**Run 1: selected gate families**

Drawn at 3 px/um.
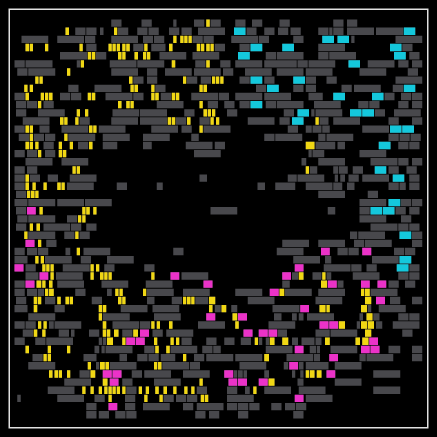
**Run 1: routing congestion map**

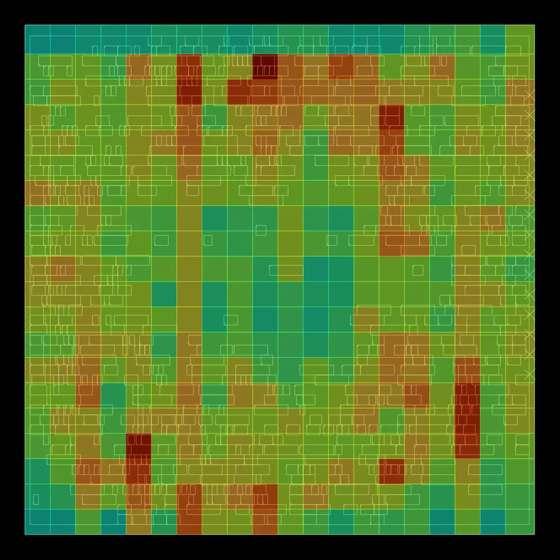
**Run 1: signal wires on met1**

Drawn at 3 px/um. Supply wires on this layer in gray.
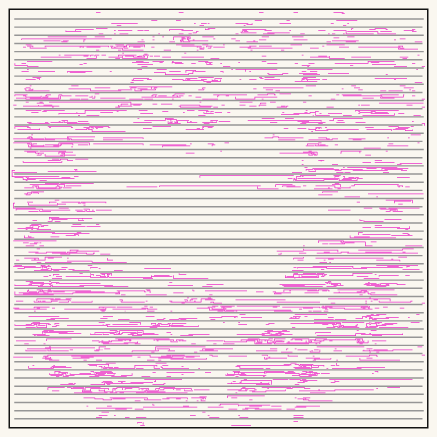
==> config.mk <==
export PLATFORM = sky130hd
export DESIGN_NAME = mc_sequencer_flat
export DESIGN_NICKNAME = d
export VERILOG_FILES = /design/src/rtl/mc_sequencer_if.sv /design/src/rtl/mc_sequencer.sv /design/src/flat_wrapper.sv
export SDC_FILE = /design/constraint.sdc
export NUM_CORES = 1
export LEC_CHECK = 0
export CORE_UTILIZATION = 30
export DETAILED_ROUTE_END_ITERATION = 8
export SLEW_MARGIN = 25
export SYNTH_ARGS = -nofsm -noshare
export SYNTH_HDL_FRONTEND = slang
export SYNTH_SLANG_ARGS = --single-unit
export TNS_END_PERCENT = 20
==> constraint.sdc <==
create_clock -name clk -period 3.5 [get_ports clk]
set_clock_uncertainty 0.05 [all_clocks]
set_input_delay 0.7 -clock clk [delete_from_list [all_inputs] [get_ports clk]]
set_output_delay 0.7 -clock clk [all_outputs]
set_load 0.05 [all_outputs]
==> run_results.csv, run 1 <==
group,metric,value,unit
power,comb_power_share,0.534,
critical_path,crit_type,"reg2out",
placement,io_buffers,241,
clock_tree,path_clk_slew,0.06,ns
clock_tree,cts-buffers-inserted,17,
clock_tree,insertion_delay,0.41,ns
logic_synthesis,synth-seq-cells,134,
outcome,status,"finished with violations",
placement,finalWeightedCongestion,0.822,
logic_synthesis,ys_seq_share,0.596,
grt,grt-ovfl-total,0,
logic_synthesis,top_cells_by_area,"dfrtp_1, nand2_1, mux2_2, xnor2_1, xor2_1",
clock_tree,cts.sinks,134,
placement,placed_cells,996,
clock_tree,clockRootBuffer,"clkbuf_16",
hold_path,hp-class,"reg2reg",
outcome,violations,"DRC",
drt,drc_errors,15,
logic_synthesis,avgSynthCellArea,10.3,um^2
clock_tree,tritoncts,"done",
finish,nNetsFinal,881,
logic_synthesis,adder_share,0.00444,
run,warning_count,28,
logic_synthesis,synth_top_cell_by_count,"nand2_1",
logic_synthesis,syn-instance-count,545,
power,power_leakage,4.03,nW
grt,grt.total_usage,0.167,
About 'selected gate families':
mux cells -> cyan  # cells 32, most used mux2_2
xor and xnor cells -> magenta  # cells 43, most used xnor2_1
nand cells -> yellow  # cells 241, most used nand2_1
Top cell excl fill/tap: clkdlybuf4s50_1
Post-Layout Cell Count: 1,028
Comb area share: 0.240

About 'routing congestion map':
grt met3 use: 0.0584
met2 usage: 0.273

About 'signal wires on met1':
nets with wire on the layer = 724
share of all routed wire = 41%
main direction = horizontal
wire length on this layer = 6,440 um
final wirelength: 15.7 mm
M1 GR Usage: 0.197
vias after detailed routing: 4,639

## run 1: layer usage
metal | routed length, um | share of wire
met5 | 0 | 0
met4 | 304 | 0.019
met3 | 1320 | 0.084
met2 | 7670 | 0.49
met1 | 6440 | 0.41
## run 1: worst max-delay path: stages, from the launching register on
cell             delay [ns]
dfrtp_1                0.48
nand4_1                0.22
nor3_2                 0.37
xor2_1                 0.19
clkdlybuf4s50_1        0.82
## run 1: what timing repair did
| action | in CTS | in global routing |
|---|---|---|
| gates resized | 1 | 4 |
| endpoints found under the setup margin | 2 | 4 |
| pin swaps | 0 | 0 |
## run 1: final cells by class
type / count / area [um^2]
fill: 1669 / 9300
sequential: 134 / 3350
timing repair buffer: 247 / 2460
multi-input combinational: 379 / 2120
clock buffer: 22 / 494
tap: 229 / 287
clock inverter: 10 / 95.1
inverter: 7 / 26.3
==> run 1 -> run 2 <==
--- a/config.mk
+++ b/config.mk
@@ -7,6 +7,7 @@
 export LEC_CHECK = 0
 export CORE_UTILIZATION = 30
 export DETAILED_ROUTE_END_ITERATION = 8
+export HOLD_SLACK_MARGIN = 0.12
 export SLEW_MARGIN = 25
 export SYNTH_ARGS = -nofsm -noshare
 export SYNTH_HDL_FRONTEND = slang
**Run 2: signal wires on met1**

Drawn at 3 px/um. Supply wires on this layer in gray.
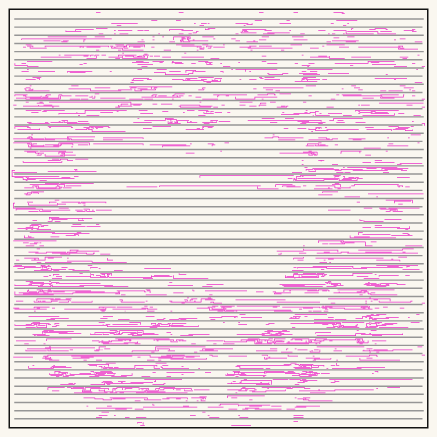
main direction = horizontal
longest straight run = 34.0 um
share of all routed wire = 41%

==> run 2 against run 1 <==
The flow still finishes with violations (DRC). Register-to-register slack is essentially flat. First-iteration DRC count is the same. Cell count did not move. Maximum frequency stayed put. Combinational power about the same. Worst hold slack did not move. Final area is the same. Synthesized area unchanged. Routed wire length did not move. Clock power about the same. Die area unchanged. Sequential share of layout area unchanged. Critical path type unchanged. Critical endpoint unchanged. Highest routed layer unchanged.
==> run_results.csv, run 2 <==
group,metric,value,unit
outcome,status,"finished with violations",
outcome,violations,"DRC",
critical_path,path_depth,4,
critical_path,cp_slowest_cell,"clkdlybuf4s50_1",
clock_tree,cts-buffers-inserted,17,
drt,route.met3.wl,1.32,mm
finish,nNetsFinal,881,
logic_synthesis,syn-instance-count,545,
drt,drc_errors,15,
logic_synthesis,avgSynthCellArea,10.3,um^2
finish,num-fill-cells,1669,
placement,io_buffers,241,
finish,lay_top_count,"clkdlybuf4s50_1",
power,power_leakage,4.03,nW
clock_tree,path_clk_slew,0.06,ns
grt,grt-ovfl-total,0,
logic_synthesis,synth_top_cell_by_count,"nand2_1",
finish,instances_no_fill,1028,
hold_path,hp-class,"reg2reg",
drt,dr_wl_met2,7.67,mm
finish,register_area,3350,um^2
clock_tree,insertion_delay,0.41,ns
**Run 2: routing congestion map**

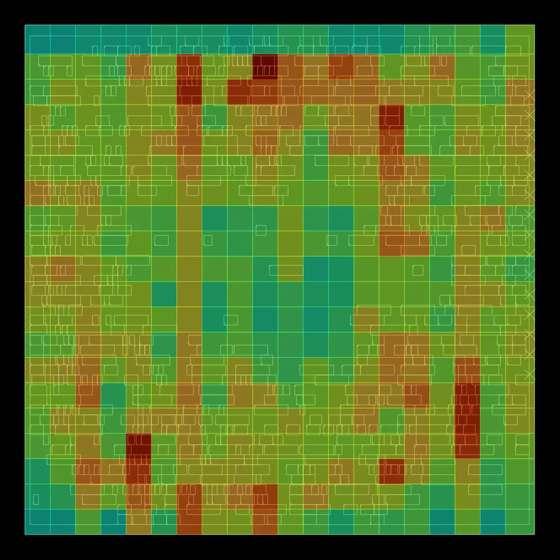
Final Util: 0.487
GRT Total Usage: 0.167
Top Usage Layer GRT: met2
wire per inst: 15.3 um

[run 2: final cells by class]
class | count | area share
Timing Repair Buffer | 247 | 0.279
Inverter | 7 | 0.00297
Tap cell | 229 | 0.0324
Clock buffer | 22 | 0.0559
Multi-Input combinational cell | 379 | 0.240
Sequential cell | 134 | 0.379
Clock inverter | 10 | 0.0108
[run 2: logic make-up after synthesis]
logic type                 share of synthesized area
AOI/OAI and AO/OA                            0.00800
xor gates and xnor gates                      0.0669
adders and majority gates                    0.00444
buffers and inverters                         0.0324
DFF                                            0.596
muxes                                         0.0640
other                                       0.000666
and+or+nand+nor                                0.228
[run 2: repair_timing]
action                                  CTS  global route
setup buffers                             0             0
hold buffers                              0             0
endpoints found under the setup margin    2             4
gates resized                             1             4
endpoints found under the hold margin     0             0
No activity file was given, so power comes from the tool's default toggle rates.
